File: config.mk
export PLATFORM = sky130hd
export DESIGN_NAME = mux_rr_arbiter
export DESIGN_NICKNAME = d
export VERILOG_FILES = /design/src/rtl/mux_rr_arbiter.sv
export SDC_FILE = /design/constraint.sdc
export NUM_CORES = 1
export LEC_CHECK = 0
export CAP_MARGIN = 20
export CORE_AREA = 2 2 42 44
export DETAILED_ROUTE_END_ITERATION = 7
export DIE_AREA = 0 0 44 46
export PLACE_DENSITY = 0.8
export SETUP_SLACK_MARGIN = 0.02
export SLEW_MARGIN = 20
export SYNTH_ARGS = -nofsm -noshare
export SYNTH_HDL_FRONTEND = slang
export SYNTH_SLANG_ARGS = --single-unit
export TNS_END_PERCENT = 20
File: constraint.sdc
create_clock -name clk -period 1.5 [get_ports clk]
set_clock_uncertainty 0.15 [all_clocks]
set_input_delay 0.15 -clock clk [delete_from_list [all_inputs] [get_ports clk]]
set_output_delay 0.15 -clock clk [all_outputs]
set_load 0.1 [all_outputs]
File: src/rtl/mux_rr_arbiter.sv
// rtl/mux_rr_arbiter.sv - round-robin arbiter driving a registered 4:1 mux
// Optional hold limiting: define MUX_ARB_HOLD_LIMIT_EN to force release after MAX_HOLD cycles.
module mux_rr_arbiter #(
  parameter int WIDTH    = 1,
  parameter int MAX_HOLD = 8
) (
  input  logic             clk,
  input  logic             rst,
  input  logic [3:0]       req,
  input  logic [WIDTH-1:0] i0,
  input  logic [WIDTH-1:0] i1,
  input  logic [WIDTH-1:0] i2,
  input  logic [WIDTH-1:0] i3,
  output logic             s1,
  output logic             s0,
  output logic [3:0]       gnt,
  output logic [WIDTH-1:0] d,
  output logic             valid
);

  typedef enum logic {IDLE, BUSY} state_t;

  state_t           state;
  logic [1:0]       ptr;
  logic [1:0]       pick;
  logic [1:0]       idx;
  logic             found;
  logic             any_req;
  logic             hold_done;
  logic             release_c;
  logic             grant_now;
  logic [WIDTH-1:0] sel_data;

  // ptr is the last granted index, which is also the current grant while BUSY
  always_comb begin
    pick  = ptr;
    found = 1'b0;
    idx   = ptr;
    for (int k = 1; k < 5; k++) begin
      idx = ptr + 2'(k);
      if (!found && req[idx]) begin
        pick  = idx;
        found = 1'b1;
      end
    end
  end

  always_comb begin
    sel_data = i0;
    case ({s1, s0})
      2'd0: sel_data = i0;
      2'd1: sel_data = i1;
      2'd2: sel_data = i2;
      2'd3: sel_data = i3;
      default: sel_data = i0;
    endcase
  end

  assign any_req   = |req;
  assign release_c = ~req[ptr] | hold_done;
  assign grant_now = any_req && ((state == IDLE) || release_c);

`ifdef MUX_ARB_HOLD_LIMIT_EN
  localparam int CW = $clog2(MAX_HOLD + 1);
  logic [CW-1:0] cnt;

  assign hold_done = (state == BUSY) && (cnt == CW'(MAX_HOLD));

  always_ff @(posedge clk) begin
    if (rst) begin
      cnt <= '0;
    end else if (grant_now) begin
      cnt <= CW'(1);
    end else if (state == BUSY && cnt != CW'(MAX_HOLD)) begin
      cnt <= cnt + CW'(1);
    end
  end
`else
  assign hold_done = (MAX_HOLD < 1);
`endif

  always_ff @(posedge clk) begin
    if (rst) begin
      state <= IDLE;
      gnt   <= 4'b0000;
      s1    <= 1'b0;
      s0    <= 1'b0;
      ptr   <= 2'd3;
      d     <= '0;
      valid <= 1'b0;
    end else begin
      valid <= (state == BUSY);
      if (state == BUSY) begin
        d <= sel_data;
      end
      if (grant_now) begin
        state    <= BUSY;
        gnt      <= 4'b0001 << pick;
        {s1, s0} <= pick;
        ptr      <= pick;
      end else if (state == BUSY && release_c) begin
        state <= IDLE;
        gnt   <= 4'b0000;
      end
    end
  end

endmodule

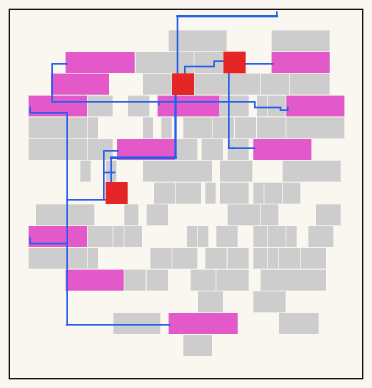
*Clock wires, drivers and flops*
(8 px per µm)
[blue] clock wires | length: 173 µm
[magenta] flip-flops | count: 11
[red] cells driving clock nets | count: 3
routed clock nets: 4

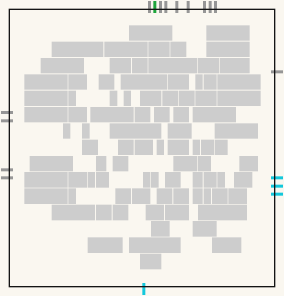
*I/O pins on the die edge*
(6 px per µm) Pins as bars across the die edge, other pins in gray.
[green] s0 | pins: 1 | direction: output | edge: top
[cyan] req | pins: 4 | direction: input | edge: 3 right, 1 bottom
all pins by edge: 9 top, 4 left, 4 right, 1 bottom
buffers added on ports: 17
floorplan die height: 46 µm

==> results.ini <==
[outcome]
result_of_the_run = finished with violations
violations = negative setup slack

[cells_and_area]
layout-drive-gt1-share = 0.4157
area_growth_syn_to_layout_pct = 73.42
layout_top_cells = sky130_fd_sc_hd__buf_4, sky130_fd_sc_hd__dfxtp_1, sky130_fd_sc_hd__buf_12
final_cell_count_no_fill = 106
largestRegisters = gnt (4), ptr (2)
largest_register = gnt
design_area_um2 = 996.0
count_of_multi_input_gates = 40
logic_area_um2 = 360.3
layout_top_cell_excl_fill_tap = sky130_fd_sc_hd__buf_4
top_area_cell_class = multi-input combinational cells
final-clk-cell-share = 0.02638
finalNetCount = 100
antennaDiodeCount = 0

[synthesis]
muxShareOfSynthArea = 0.1133
yosys-dominant-comb-family = simple AND/OR/NAND/NOR gates
synth-compound-area-share = 0.2070
yosys_warnings = 0
post_synth_xor_area_fraction = 0
top_cell_area_share = 0.3834
number_of_flops_mapped_to_enable_cells_by_yosys = 0

[floorplan]
tapcell.inserted = 17
floorplan.die_area_um2 = 2024
design.core.area_um2 = 1614
initial_utilization = 0.3558

[setup_path]
r2r-end = ptr[1]
timing_worst_setup_path_type = flop to flop
number_of_buffer_and_inverter_stages_on_the_critical_path = 1
path_depth = 5
worstSetupEndpoint = ptr[1]
timing.critical_path.arrival_ps = 1600

[timing]
rsz0062_at_grt = true
hold_viol_final = 0
slew_viol_final = 0
final.hold.worst_slack_ps = 348.4
min_period_over_period = 1.055
setup_ws_ps = -82.29
worst_max_slew_margin_expressed_relative_to_the_limit = 0.7021
setup_viol = 7

[global_route]
overflow = 0
met3_usage = 0.04762
first_global_vias = 569
grt_util_met1 = 0.2276
global_route_wire_length_before_repair_um = 2635

[pwr]
switching_power_uw = 524.5
standby_leakage_power_nw = 0.4130
power.largest_group = combinational logic
clockPowerShare = 0.168
comb_power_share = 0.516
power_per_cell_area_nw_per_um2 = 1255

[cts]
number_of_hold_repair_buffers_added_at_the_cts_stage = 0
clock_path_buffers = 2
clk_root_buffer_cell = sky130_fd_sc_hd__clkbuf_4

[hold_path]
min_path_cells = 2
min_path_type = flop to flop

[drt]
drt_pass1_iterations = 4
drc = 0
ant_nets = 0
highest_metal_layer_with_signal_wires = met4
route.met3.wl_um = 69
detail_route.wirelength.met1_um = 673

[place]
routabilityCongestion = 0.8677
dp_slack_ps = -403.8

[flow_run]
timing.max_cap.violations = 0

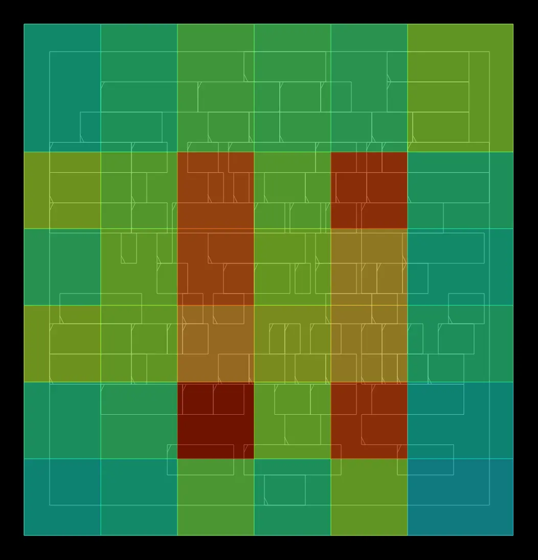
*Routing congestion map*
most crowded layer after global routing: met2
overall fraction of global-route tracks in use: 0.1784
average routed wire per standard cell: 14.79 µm
met2 track demand over resource in global routing: 0.2971

